==> src/rtl/alu_cmd_issuer.sv <==
// rtl/alu_cmd_issuer.sv - command FIFO, credit-gated ALU issue, in-order tagged response FIFO
module alu_cmd_issuer #(
  parameter int CMD_DEPTH = 4,
  parameter int RSP_DEPTH = 4,
  parameter int LATENCY   = 2,
  parameter int TAG_W     = 4
) (
  input  logic             clk,
  input  logic             rst,
  input  logic             i_cmd_valid,
  output logic             o_cmd_ready,
  input  logic [7:0]       i_cmd_a,
  input  logic [7:0]       i_cmd_b,
  input  logic [2:0]       i_cmd_opcode,
  input  logic             i_cmd_signed,
  input  logic [TAG_W-1:0] i_cmd_tag,
  output logic [7:0]       o_alu_a,
  output logic [7:0]       o_alu_b,
  output logic [2:0]       o_alu_opcode,
  output logic             o_alu_signed_op,
  input  logic [7:0]       i_alu_result,
  input  logic [3:0]       i_alu_flags,
  output logic             o_rsp_valid,
  input  logic             i_rsp_ready,
  output logic [7:0]       o_rsp_result,
  output logic [3:0]       o_rsp_flags,
  output logic [TAG_W-1:0] o_rsp_tag,
  output logic             o_busy
);
  localparam int CPW   = $clog2(CMD_DEPTH);
  localparam int RPW   = $clog2(RSP_DEPTH);
  localparam int IW    = $clog2(LATENCY + 1);
  localparam int SW    = $clog2(RSP_DEPTH + LATENCY + 1);
  localparam int CMD_W = 20 + TAG_W;
  localparam int RSP_W = 12 + TAG_W;

  logic [CMD_W-1:0] r_cmd_mem [CMD_DEPTH];
  logic [CPW:0]     r_cmd_wr, r_cmd_rd;
  logic [RSP_W-1:0] r_rsp_mem [RSP_DEPTH];
  logic [RPW:0]     r_rsp_wr, r_rsp_rd;
  logic [LATENCY-1:0] r_pipe_vld;
  logic [TAG_W-1:0] r_pipe_tag [LATENCY];
  logic [IW-1:0]    r_inflight;

  logic             w_cmd_empty, w_cmd_full, w_cmd_push, w_issue;
  logic             w_rsp_empty, w_rsp_pop, w_capture;
  logic [RPW:0]     w_rsp_count;
  logic [SW-1:0]    w_credits_used;
  logic [CMD_W-1:0] w_cmd_head;
  logic [RSP_W-1:0] w_rsp_head;

  assign w_cmd_empty = (r_cmd_wr == r_cmd_rd);
  assign w_cmd_full  = (r_cmd_wr[CPW] != r_cmd_rd[CPW]) &&
                       (r_cmd_wr[CPW-1:0] == r_cmd_rd[CPW-1:0]);
  assign w_cmd_push  = i_cmd_valid && !w_cmd_full;
  assign w_cmd_head  = r_cmd_mem[r_cmd_rd[CPW-1:0]];

  assign w_rsp_empty = (r_rsp_wr == r_rsp_rd);
  assign w_rsp_count = r_rsp_wr - r_rsp_rd;
  assign w_rsp_pop   = !w_rsp_empty && i_rsp_ready;
  assign w_rsp_head  = r_rsp_mem[r_rsp_rd[RPW-1:0]];
  assign w_capture   = r_pipe_vld[LATENCY-1];

  // A response slot is reserved for every command in flight; pops free credit only next cycle.
  assign w_credits_used = SW'(r_inflight) + SW'(w_rsp_count);
  assign w_issue        = !w_cmd_empty && (w_credits_used < SW'(RSP_DEPTH));

  assign o_cmd_ready  = !w_cmd_full;
  assign o_rsp_valid  = !w_rsp_empty;
  assign o_rsp_result = o_rsp_valid ? w_rsp_head[RSP_W-1 -: 8] : 8'h00;
  assign o_rsp_flags  = o_rsp_valid ? w_rsp_head[TAG_W+3 -: 4] : 4'h0;
  assign o_rsp_tag    = o_rsp_valid ? w_rsp_head[TAG_W-1:0] : '0;
  assign o_busy       = !w_cmd_empty || (r_inflight != '0) || o_rsp_valid;

  always_ff @(posedge clk) begin
    if (w_cmd_push)
      r_cmd_mem[r_cmd_wr[CPW-1:0]] <= {i_cmd_a, i_cmd_b, i_cmd_opcode, i_cmd_signed, i_cmd_tag};
    if (w_capture)
      r_rsp_mem[r_rsp_wr[RPW-1:0]] <= {i_alu_result, i_alu_flags, r_pipe_tag[LATENCY-1]};
  end

  always_ff @(posedge clk or posedge rst) begin
    if (rst) begin
      r_cmd_wr        <= '0;
      r_cmd_rd        <= '0;
      r_rsp_wr        <= '0;
      r_rsp_rd        <= '0;
      r_inflight      <= '0;
      o_alu_a         <= 8'h00;
      o_alu_b         <= 8'h00;
      o_alu_opcode    <= 3'd0;
      o_alu_signed_op <= 1'b0;
    end else begin
      if (w_cmd_push) r_cmd_wr <= r_cmd_wr + (CPW+1)'(1);
      if (w_issue)    r_cmd_rd <= r_cmd_rd + (CPW+1)'(1);
      if (w_capture)  r_rsp_wr <= r_rsp_wr + (RPW+1)'(1);
      if (w_rsp_pop)  r_rsp_rd <= r_rsp_rd + (RPW+1)'(1);
      case ({w_issue, w_capture})
        2'b10:   r_inflight <= r_inflight + IW'(1);
        2'b01:   r_inflight <= r_inflight - IW'(1);
        default: r_inflight <= r_inflight;
      endcase
      if (w_issue) begin
        o_alu_a         <= w_cmd_head[CMD_W-1 -: 8];
        o_alu_b         <= w_cmd_head[CMD_W-9 -: 8];
        o_alu_opcode    <= w_cmd_head[TAG_W+3 -: 3];
        o_alu_signed_op <= w_cmd_head[TAG_W];
      end
    end
  end

  // Tag pipe mirrors the ALU latency so each captured result pairs with its own tag.
  always_ff @(posedge clk or posedge rst) begin
    if (rst) begin
      r_pipe_vld <= '0;
      for (int i = 0; i < LATENCY; i++) r_pipe_tag[i] <= '0;
    end else begin
      r_pipe_vld[0] <= w_issue;
      r_pipe_tag[0] <= w_cmd_head[TAG_W-1:0];
      for (int i = 1; i < LATENCY; i++) begin
        r_pipe_vld[i] <= r_pipe_vld[i-1];
        r_pipe_tag[i] <= r_pipe_tag[i-1];
      end
    end
  end

  always_ff @(posedge clk) begin
    if (!rst && w_capture) assert (w_rsp_count != (RPW+1)'(RSP_DEPTH));
  end
endmodule

==> config.mk <==
export PLATFORM = sky130hd
export DESIGN_NAME = alu_cmd_issuer
export DESIGN_NICKNAME = d
export VERILOG_FILES = /design/src/rtl/alu_cmd_issuer.sv
export SDC_FILE = /design/constraint.sdc
export NUM_CORES = 1
export LEC_CHECK = 0
export ABC_AREA = 1
export CAP_MARGIN = 30
export CORE_UTILIZATION = 25
export CTS_CLUSTER_DIAMETER = 30
export DETAILED_ROUTE_END_ITERATION = 8
export MAX_ROUTING_LAYER = met4
export REMOVE_ABC_BUFFERS = 1
export SLEW_MARGIN = 30
export SYNTH_ARGS = -nofsm -noshare
export SYNTH_HDL_FRONTEND = slang
export SYNTH_SLANG_ARGS = --single-unit
==> constraint.sdc <==
create_clock -name clk -period 3.6 [get_ports clk]
set_clock_uncertainty 0.15 [all_clocks]
set_input_delay 0.54 -clock clk [delete_from_list [all_inputs] [get_ports clk]]
set_output_delay 0.54 -clock clk [all_outputs]
set_load 0.1 [all_outputs]
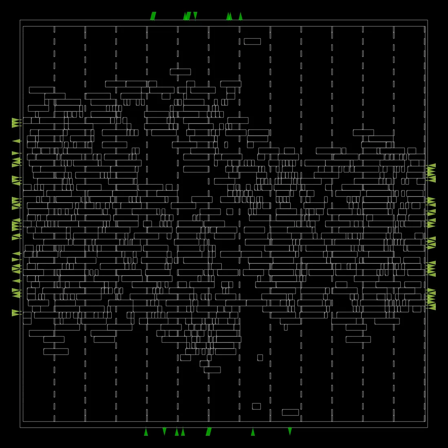
run_1/placement.png
Non-Filler Instances: 1228
Fill cells: 3146
core area: 0.03180 mm²
registers: 204
Tap Count: 435

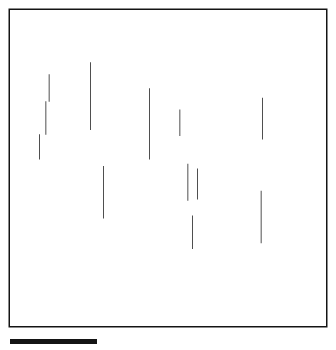
run_1/layer_met4.png
Bar = 50 µm.
The layer carries 285 µm of wire. The layer holds 1.6% of the routed length. The wires run mostly vertical. 6 nets have wire on it.
vias: 5191
WL final: 18380 µm

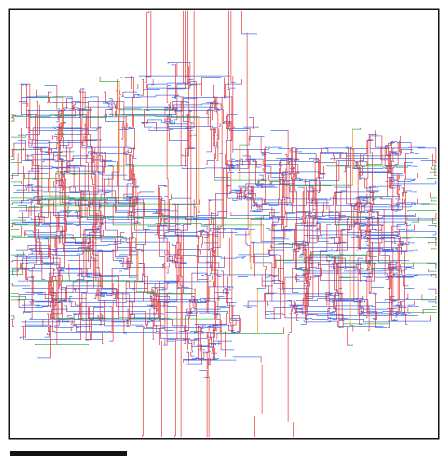
run_1/wires.png
Bar = 50 µm.
Key: metal 3 = green [wire length 1260 µm]; metal 4 = orange [wire length 285 µm]; metal 2 = red [wire length 8480 µm]; metal 1 = blue [wire length 8360 µm]
Tot GR Track Use: 11.43%
post-DR wirelength/cell: 14.97 µm

==> deck_impl_summary.md, run 1 <==
Run Summary

STA
  • Worst setup margin: 338.2 ps
  • Post-layout min period: 3262 ps
  • RSZ-0062 raised after global routing: false
  • Fmax: 0.3066 GHz
  • Slew Viols, Final: 0
  • Hold Slack: 191.7 ps
  • Final setup vio count: 0

Placed design
  • Detailed Place HPWL: 10310 µm
  • DP Area: between 0.009 and 0.01 mm²

Cells and area
  • Flop area: about 0.0059 mm²
  • Clock Buffer Count: 50
  • Area delta synth->final: 33.52%
  • Design Area, Final: 0.01086 mm²
  • Comb/total area: 17.63%
  • Top class by area: flip-flops and latches
  • Seq/total area: 54.40%
  • ANT cells: 1
  • Gate Area: roughly 0.0019 mm²
  • Most numerous logic cell after layout: edfxtp_1
  • Most instantiated logic cells after routing: edfxtp_1 (160), nor2_1 (101), o21ai_0 (98), nand2_1 (90), clkdlybuf4s50_1 (58)
  • Clock buf/inv share: 11.53%
  • Largest register FFs: about 96

Yosys
  • Post-synth top area cell: edfxtp_1
  • Mapped Avg Cell Area: 12.17 µm²
  • Top-count cell post-synth: edfxtp_1
  • Yosys warnings: 0
  • Post-synthesis cell count: 668
  • XORs/XNORs by Area: 1.277%
  • Adder Area Share: 2.401%
  • Post-synthesis cell area: 0.008130 mm²
  • Synth Area in Simple Gates: about an eighth
  • Asr flop ratio synth: 21.57%

Min path
  • Worst Hold End: r_pipe_tag[2]
  • Hold Crit Class: register to register
  • Cells on Worst Hold Path: 0
  • Hold_sp: r_pipe_tag[6]

Routing
  • DRC Markers: 0
  • Metal3 WL: 1261 µm
  • Metal2 WL: 8477 µm
  • Max Used Layer: met4

CTS
  • Inserted Clock Buffers: 36
  • Clock transition at the registers of the reported paths: roughly 50 ps
  • Late-Pin Clk Latency: 500 ps
  • # hold bufs at CTS: 0
  • TritonCTS clock tree: built
  • Post-CTS setup buffers: 0
  • Deepest clock path buffer count: 3
  • H-Tree Depth: 2

Global routing
  • Met2 usage: 17.92%
  • Initial antenna violation count: 1
  • First-pass GRT wire length: 28740 µm
  • Pin count of the biggest net entering global routing: approximately 52

Setup path
  • Reg2Reg Setup Slack: between 800 and 900 ps
  • Critical path startpoint: r_rsp_rd[0]
  • Worst path buffer plus inverter count: 4
  • Kind of critical path: register to output port
  • Critical path's top delay family: buffers and inverters
  • Max incr delay on CP: 740 ps
  • Crit Path Max Fanout: 18
  • Worst-path cell chain: inv_2 -> nand2_1 -> nand2_1 -> nor2_1 -> nand2_1 -> buf_4 -> nand2_1 -> inv_1 -> buf_12
  • Reg2reg end: r_inflight[1]
  • Reg-to-Reg Start: r_rsp_wr[1]
  • Worst EP arrival: roughly 2600 ps

Die
  • Row Count: 65
  • Die area: ~0.033 mm²
  • Initial core utilization: 25.57%

Outcome
  • Status: completed
## Run 2: what changed since run 1
--- a/config.mk
+++ b/config.mk
@@ -10,9 +10,10 @@
 export CORE_UTILIZATION = 25
 export CTS_CLUSTER_DIAMETER = 30
 export DETAILED_ROUTE_END_ITERATION = 8
+export HOLD_SLACK_MARGIN = 0.12
 export MAX_ROUTING_LAYER = met4
 export REMOVE_ABC_BUFFERS = 1
-export SLEW_MARGIN = 30
+export SLEW_MARGIN = 10
 export SYNTH_ARGS = -nofsm -noshare
 export SYNTH_HDL_FRONTEND = slang
 export SYNTH_SLANG_ARGS = --single-unit
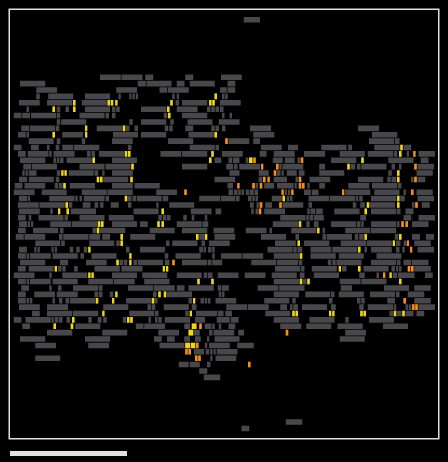
run_2/logic_types.png
Bar = 50 µm.
Key: nor cells = yellow [cells 106]; inv cells = orange [cells 45]
Non-Filler Instances: 1229
most numerous logic cell after layout: edfxtp_1

==> run 2 against run 1 <==
  * Setup slack got worse by 31 ps
  * Worst hold slack is essentially flat
  * Final area is essentially flat
  * Largest cell class unchanged
==> deck_impl_summary.md, run 2 <==
Run Summary

Yosys
  • Synth Area in Simple Gates: 11.80%
  • Post-synth EDFFs: 160
  • Synth Register Bits: 204
  • Post-synthesis cell count: 668
  • Sequential area share after synthesis: just over 70%
  • Dominant comb cell: simple AND/OR/NAND/NOR gates
  • Area leader share: 59.10%
  • Mux frac, synth: 0%
  • Ys cells: 668
  • Library cells used by synthesis: 26
  • Top-count cell post-synth: edfxtp_1
  • Mapped Avg Cell Area: 12.17 µm²
  • Post-synth top area cell: edfxtp_1
  • Yosys warnings: 0
  • Post-synthesis cell area: 0.008130 mm²
  • Commonest flop: edfxtp_1
  • Asr flop ratio synth: between 20% and 30%
  • XORs/XNORs by Area: ~1.3%
  • Adder Area Share: 2.401%
  • Main area contributors: edfxtp_1 (59%), dfrtp_1 (14%), o21ai_0 (6.0%), nor2_1 (4.8%), nand2_1 (4.2%)
  • Aoi share: ~7.9%
  • Yosys stat chip area: between 0.008 and 0.009 mm²

Setup path
  • Reg2Reg Setup Slack: 860 ps
  • Crit Path Max Fanout: 18
  • Critical Path Sink: o_rsp_result[1]
  • Reg-to-Reg Start: r_rsp_wr[1]
  • Worst path buffer plus inverter count: 4
  • Critical path startpoint: r_rsp_rd[0]
  • Kind of critical path: register to output port
  • Reg2reg end: r_inflight[1]
  • WP depth: 9
  • Slowest stage cell, crit path: dfrtp_1
  • Worst R2R Path Depth: 13
  • Crit path launch type: register
  • Critical path's top delay family: buffers and inverters
  • Worst-path cell chain: inv_2 -> nand2_1 -> nand2_1 -> nor2_1 -> nand2_1 -> buf_4 -> nand2_1 -> inv_1 -> buf_12
  • Crit. End Element: output port
  • Max incr delay on CP: 750 ps
  • Most used cell, CP: nand2_1
  • Worst EP arrival: 2600 ps
  • Worst Path Required: about 2900 ps

Global routing
  • Tot GR Track Use: 11.51%
  • GRT busiest layer: met2
  • Vias in the first global route: 5195
  • GRT overflow: 0
  • Met3 Resource Use GR: 2.934%
  • Routing usage on met1: between 10% and 20%
  • Initial antenna violation count: 1
  • Met2 usage: 18.07%
  • Pin count of the biggest net entering global routing: roughly 52
  • First-pass GRT wire length: 28780 µm

Min path
  • Hold Crit Class: register to register
  • Hold_sp: r_pipe_tag[6]
  • Worst Hold End: r_pipe_tag[2]
  • Cells on Worst Hold Path: 0

CTS
  • CTS root buf: clkbuf_16
  • Late-Pin Clk Latency: 510 ps
  • Post-CTS setup buffers: 0
  • TritonCTS clock tree: built
  • Inserted Clock Buffers: 37
  • H-Tree Depth: 2
  • Deepest clock path buffer count: 3
  • Clock transition at the registers of the reported paths: 50 ps
  • Post_cts resized: 0
  • # hold bufs at CTS: 0

Die
  • Die span in y: around 180 µm
  • Initial core utilization: 25.57%
  • Row Count: 65
  • Tap Count: about 440
  • Die area: between 0.03 and 0.04 mm²
  • Core area: between 0.03 and 0.04 mm²
  • Die Span X: 182.3 µm
  • I/O Pins: between 70 and 80

Routing
  • DR vias/cell: about 4.2
  • Vias: 5121
  • WL final: 18090 µm
  • Post-DR wirelength/cell: between 10 and 15 µm
  • Max Used Layer: met4
  • Antenna Nets Post-Route: 0
  • Drt first pass iters: 4
  • Metal3 WL: 1017 µm
  • DRC Markers: 0
  • Metal2 WL: 8242 µm
  • Metal-1 WL: roughly 8400 µm

Flow run
  • Max Cap Violations: 0
  • Log Warnings: 32

Cells and area
  • Registers: approximately 200
  • Clock buf/inv share: 11.39%
  • Layout cell share with drive strength beyond 1: 13.11%
  • Seq/total area: 54.39%
  • Fill cells: approximately 3100
  • Fin nets: 821
  • Comb/total area: 17.63%
  • NonClk Buf Share: 10.00%
  • Top class by area: flip-flops and latches
  • Flop area: about 0.006 mm²
  • Largest register FFs: roughly 96
  • Comb_multi_in: 386
  • Area delta synth->final: 33.55%
  • Number of non-clock buffers in the layout: a little over 90
  • Gate Area: 0.001914 mm²
  • Most instantiated logic cells after routing: edfxtp_1 (160), nor2_1 (101), o21ai_0 (98), nand2_1 (90), clkdlybuf4s50_1 (58)
  • ANT cells: 1
  • Clock Buffer Count: 48
  • Design Area, Final: roughly 0.011 mm²
  • Post-layout util: between 30% and 40%

Placed design
  • # port buffers: approximately 80
  • Pre-CTS setup slack: 833.4 ps
  • Placed cell count: between 1000 and 1500
  • Detailed Place HPWL: 10490 µm
  • Placer Congestion: 0.7381
  • DP Area: between 0.009 and 0.01 mm²

STA
  • Slew Viols, Final: 0
  • Fmax: approximately 0.30 GHz
  • Hold Vio Cnt, Final: 0
  • Slew Limit Headroom: 32.68%
  • Worst setup margin: between 300 and 400 ps
  • Post-layout min period: 3293 ps
  • Hold Slack: 191.9 ps
  • Setup TNS: 0 ps
  • Slew @ Worst Pin: 1007 ps
  • RSZ-0062 raised after global routing: false
  • Final setup vio count: 0

Outcome
  • Status: completed
